File: src/rtl/ic_mem_responder.sv
// ic_mem_responder: single-outstanding memory target that fronts an SRAM macro.
// Accepts one request at a time from the initiator, decodes it, optionally
// inserts wait states, issues a single SRAM cycle, and holds the response
// until the initiator acknowledges it.
//
// Ports
//   g_clk, g_resetn           clock, synchronous active-low reset
//   mem_req/wen/strb/wdata/addr  initiator request
//   mem_gnt                   request accepted this cycle (combinational in IDLE)
//   mem_recv/error/rdata      response, held until mem_ack
//   mem_ack                   initiator accepts the response
//   sram_cen/wen/strb/addr/wdata  SRAM command, valid only while sram_cen=1
//   sram_rdata                SRAM read data, valid the cycle after sram_cen
module ic_mem_responder #(
  parameter int MEM_WORDS   = 16384,
  parameter int WAIT_CYCLES = 0,
  parameter int READ_ONLY   = 0
) (
  input  logic                         g_clk,
  input  logic                         g_resetn,
  input  logic                         mem_req,
  input  logic                         mem_wen,
  input  logic [3:0]                   mem_strb,
  input  logic [31:0]                  mem_wdata,
  input  logic [31:0]                  mem_addr,
  output logic                         mem_gnt,
  output logic                         mem_recv,
  output logic                         mem_error,
  output logic [31:0]                  mem_rdata,
  input  logic                         mem_ack,
  output logic                         sram_cen,
  output logic                         sram_wen,
  output logic [3:0]                   sram_strb,
  output logic [$clog2(MEM_WORDS)-1:0] sram_addr,
  output logic [31:0]                  sram_wdata,
  input  logic [31:0]                  sram_rdata
);

  localparam int AW = $clog2(MEM_WORDS);
  localparam int CW = (WAIT_CYCLES > 1) ? $clog2(WAIT_CYCLES + 1) : 1;

  localparam logic [2:0] S_IDLE    = 3'd0;
  localparam logic [2:0] S_WAIT    = 3'd1;
  localparam logic [2:0] S_ACCESS  = 3'd2;
  localparam logic [2:0] S_CAPTURE = 3'd3;
  localparam logic [2:0] S_RESP    = 3'd4;

  logic [2:0]    state;
  logic [CW-1:0] wait_cnt;
  logic [31:0]   resp_q;
  logic          err_q;

  logic          wen_q;
  logic [3:0]    strb_q;
  logic [31:0]   wdata_q;
  logic [AW-1:0] idx_q;

  logic [31:0]   word_idx;
  logic          dec_err;

  assign word_idx = {2'b00, mem_addr[31:2]};
  // Full 30-bit index is range-checked so aliasing above MEM_WORDS is an error.
  assign dec_err  = (mem_addr[1:0] != 2'b00) ||
                    (word_idx >= 32'(MEM_WORDS)) ||
                    ((READ_ONLY != 0) && mem_wen);

  assign mem_gnt  = (state == S_IDLE) && mem_req;

  always_ff @(posedge g_clk) begin
    if (!g_resetn) begin
      state    <= S_IDLE;
      wait_cnt <= '0;
      resp_q   <= '0;
      err_q    <= 1'b0;
    end else begin
      case (state)
        S_IDLE: begin
          if (mem_gnt) begin
            if (dec_err) begin
              // Errors bypass the SRAM entirely and respond next cycle.
              err_q  <= 1'b1;
              resp_q <= '0;
              state  <= S_RESP;
            end else begin
              err_q    <= 1'b0;
              wait_cnt <= CW'(WAIT_CYCLES);
              state    <= (WAIT_CYCLES > 0) ? S_WAIT : S_ACCESS;
            end
          end
        end
        S_WAIT: begin
          if (wait_cnt <= CW'(1)) begin
            wait_cnt <= '0;
            state    <= S_ACCESS;
          end else begin
            wait_cnt <= wait_cnt - CW'(1);
          end
        end
        S_ACCESS:  state <= S_CAPTURE;
        S_CAPTURE: begin
          resp_q <= wen_q ? 32'd0 : sram_rdata;
          err_q  <= 1'b0;
          state  <= S_RESP;
        end
        S_RESP:    if (mem_ack) state <= S_IDLE;
        default:   state <= S_IDLE;
      endcase
    end
  end

  // Request fields only matter after a grant, so they carry no reset.
  always_ff @(posedge g_clk) begin
    if (mem_gnt) begin
      wen_q   <= mem_wen;
      strb_q  <= mem_strb;
      wdata_q <= mem_wdata;
      idx_q   <= word_idx[AW-1:0];
    end
  end

  assign mem_recv   = (state == S_RESP);
  assign mem_rdata  = mem_recv ? resp_q : 32'd0;
  assign mem_error  = mem_recv & err_q;

  assign sram_cen   = (state == S_ACCESS);
  assign sram_wen   = wen_q;
  assign sram_strb  = strb_q;
  assign sram_addr  = idx_q;
  assign sram_wdata = wdata_q;

endmodule
File: config.mk
export PLATFORM = sky130hd
export DESIGN_NAME = ic_mem_responder
export DESIGN_NICKNAME = d
export VERILOG_FILES = /design/src/rtl/ic_mem_responder.sv
export SDC_FILE = /design/constraint.sdc
export NUM_CORES = 1
export LEC_CHECK = 0
export CORE_UTILIZATION = 39
export DETAILED_ROUTE_END_ITERATION = 10
export GPL_ROUTABILITY_DRIVEN = 0
export PLACE_DENSITY = 0.85
export SYNTH_ARGS = -nofsm -noshare
export SYNTH_HDL_FRONTEND = slang
export SYNTH_SLANG_ARGS = --single-unit
File: constraint.sdc
create_clock -name g_clk -period 9.2 [get_ports g_clk]
set_clock_uncertainty 0.15 [all_clocks]
set_input_delay 2.3 -clock g_clk [delete_from_list [all_inputs] [get_ports g_clk]]
set_output_delay 2.3 -clock g_clk [all_outputs]
set_load 0.05 [all_outputs]
power_grid.png
The bar under the picture is 20 um long. Pins as bars on the die edge. Tap cells in grey.
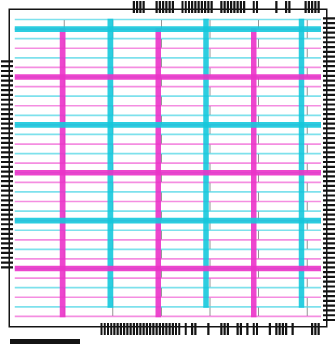
colour	net
magenta	VSS
cyan	VDD
met5 straps	6
tap cells	99
met1 rails	32
met4 straps	6
signal pins	192

placement_by_type.png
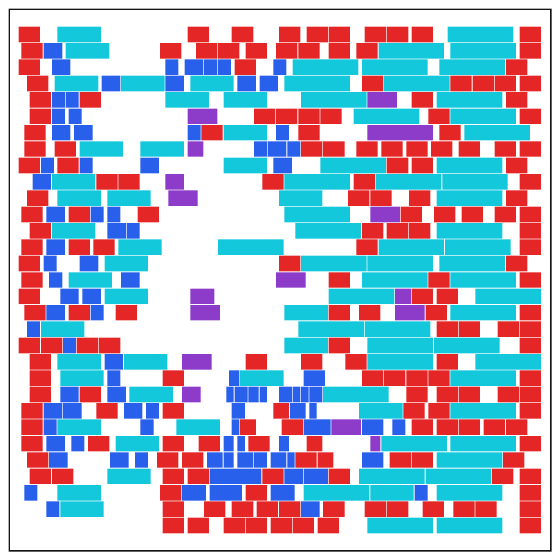
colour	class	cells	share of their area
red	other buffers and delay cells	195	38%
cyan	flops	87	44%
purple	clock drivers and dummy loads	16	4.0%
blue	combinational and other logic	95	14%

clk_routes.png
The bar under the picture is 20 um long.
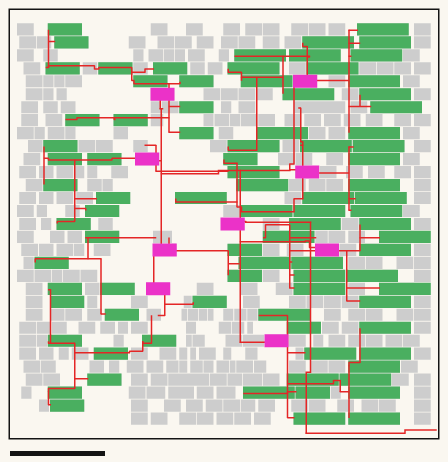
[green] flip-flops | count: 87
[magenta] clock drivers | count: 9
[red] clock wires | length: 914 um
flops lie	spread over the die

wires.png
The bar under the picture is 20 um long. Only two layers are drawn.
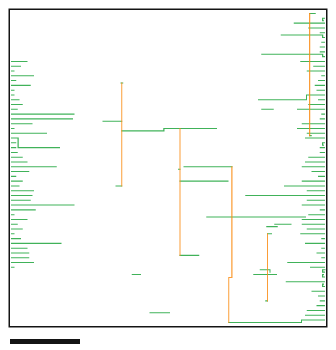
colour	layer	wire length
orange	metal 4	164 um
green	metal 3	680 um

==> job_summary.md <==
### Metrics collected by this job

| Metric | Value |
|---|---|
| Area growth syn-to-layout | 74.3% |
| Most frequently placed logic cells in the final layout | clkdlybuf4s50_1 (191), edfxtp_1 (51), dfxtp_1 (36) |
| End point of the most critical hold path | resp_q[0] |
| Initial core utilization | 41.0% |
| Final Net Count | 493 |
| Die footprint | 8050 um2 |
| Unrepaired setup endpoints after global routing | no |
| Crit path DRT | 6.75 ns |
| Hold violation total from the final report | 0 |
| Port Buf Inserts | 191 |
| Maximum level of the CTS H-tree | 3 |
| Worst Setup End Kind | primary output |
| Clock transition time at the flip-flop clock pins of the worst setup and hold paths | 0.08 ns |
| Run status | finished clean |
| Max-area cell share | 51.0% |
| Tmin final | 7.30 ns |
| Top-Level Pins | 192 |
| Pwr dens | about 160 nW/um2 |
| Setup CP Type | in2out |
| Std-Cell Core Area | about 7300 um2 |
| Synthesized instance count | ~190 |
| Fin util | 71.4% |
| Startpoint Class | input port |
| Hold buffer count at CTS | 0 |
| Portion of the clock cycle consumed by the worst path in the final layout | 79.4% |
| Number of antenna violations at the first check in global routing | 0 |
| Maximum Capacitance Violations | 0 |
| Dominant Register Cell | edfxtp_1 |
| Fraction of synthesis flops using an asynchronous set or reset pin | 0% |
| Fraction of layout instances using a drive strength above 1 | ~7.9% |
| Final routed DRC violation total | 0 |
| Max-slew headroom | 58.4% |
| Post-DP HPWL | ~6.4 mm |
| Grt ovf | 0 |
| Final setup TNS | 0 ns |
| Top cells by area | edfxtp_1 (51%), dfxtp_1 (24%), a22o_1 (8.8%) |
| Critical hold path startpoint | resp_q[0] |
| Drt via density | 4.86 |
| Proportion of synthesized chip area in sequential cells | 75.0% |
| Transition time at the pin with the least slew margin | 0.624 ns |
| Post-detailed-route count of antenna-violating nets | 0 |
| Max layer used | met4 |
| Largest driver fanout on the critical path | 52 |
| Filler cell count | 489 |
| Met1 wire length | 3.44 mm |
| Final Max Tran Viols | 0 |
| Setup Slack @ Placement | 1.90 ns |
| CTS tree | built |
| Post-synthesis average cell area | 15.7 um2 |
| Master cell of the clock root buffer | clkbuf_8 |
| All-layer global routing usage | 21.7% |
| Via total after detailed routing | 2390 |
| Post-synthesis cell type count | 24 |
| Wirelength per Cell | about 17 um |
| Yosys stat cell total | 191 |
| Timing endpoint of the critical path | mem_gnt |
| Final number of setup-violating endpoints | 0 |
| Most common logic cell in the routed design | clkdlybuf4s50_1 |
| Global-route wire length before repair | 13.2 mm |
| Synthesized netlist net count | just under 300 |
| Inserted Clock Buffers | 9 |
| Worst reg2reg startpoint | state[0] |
| First-pass detailed-route iteration total | 4 |
| Synthesized registers | about 87 |
| Launching element of the worst setup path | mem_req |
| Number of cells traversed by the worst hold path | 1 |
| Maximum number of buffers from clock root to sink | 2 |
| Largest area contributor in the synthesized netlist | edfxtp_1 |
| OpenROAD warning count | 26 |
| Count of flip-flops with a built-in enable after synthesis | 51 |
| Worst vdd ir | 0.0689 mV |
| Max frequency | 137 MHz |
| Antenna cell count | 0 |
| Die W | 89.7 um |
| Internal reg-to-reg setup slack | 7.13 ns |
| Synth Warn # | 0 |
| TritonCTS sink count | 87 |
| Number of cells on the worst reg-to-reg path | 5 |
| Site row count | 31 |
| Cell area after synthesis | 3000 um2 |
| Commonest cells post-synth | edfxtp_1 (51), dfxtp_1 (36), and2_1 (33), a22o_1 (30) |
| End of the worst register-to-register path | resp_q[14] |
| Worst setup margin | 1.90 ns |
| Arr. time, crit path | 4.85 ns |
| Yosys stat chip area | 3000 um2 |
| Top-count cell post-synth | edfxtp_1 |
| Post-CTS repair timing setup buffer count | 0 |
| Number of gates resized after CTS | 0 |
-- layer usage --
metal  global-route usage (%)  up-vias
li1                         -     1108
met1                     25.7     1133
met2                     37.2      135
met3                     6.09       14
met4                     9.15        0
met5                        0        -
-- layout make-up --
| cell class | count | area, um2 | area share [%] |
|---|---|---|---|
| clock buffers | 9 | 124 | 2.37 |
| flip-flops and latches | 87 | 2250 | 43.0 |
| well taps | 99 | 124 | 2.37 |
| clock inverters | 7 | 78.8 | 1.51 |
| inverters | 1 | 3.75 | 0.0717 |
| multi-input cells | 94 | 708 | 13.5 |
| repair buffers | 195 | 1940 | 37.1 |
-- report_power, final --
part	switching (mW)	total, mW	leakage (nW)	internal, mW
logic	0.0859	0.153	1.02	0.0671
registers	0.00523	0.436	0.780	0.431
clock network	0.138	0.267	0.0982	0.129
total	0.229	0.856	1.90	0.627
-- state kept, by name, summed over array words and instances (netlist names) --
register and cells:
sram_strb 4, state 3, resp_q 32, sram_addr 14, sram_wdata 32, err_q 1, sram_wen 1
-- logic make-up (layout without fill, tap and decap cells) --
group,after synthesis,after routing,share of synthesized area (%)
compound gates,39,39,11.2
flops,87,87,75.0
simple gates,55,55,11.8
buf+inv,10,212,2.00
-- through the flow --
stage / power (mW) / instance area [um2] / cells / hold slack, ns
6_report: 0.856 / 5230 / 492 / 0.324
2_1_floorplan: 0.518 / 3000 / 191 / 0.290
5_1_grt: 0.887 / 5230 / 492 / 0.343
3_3_place_gp: 0.596 / 5030 / 476 / 0.303
3_5_place_dp: 0.599 / 5030 / 476 / 0.307
4_1_cts: 0.864 / 5230 / 492 / 0.331
-- critical path, stage by stage --
cell and delay [ns]:
clkdlybuf4s50_1 0.48, or3b_2 0.51, nor2_4 0.09, buf_4 0.52, clkdlybuf4s50_1 0.94
Power is estimated from default activity; no workload was simulated.
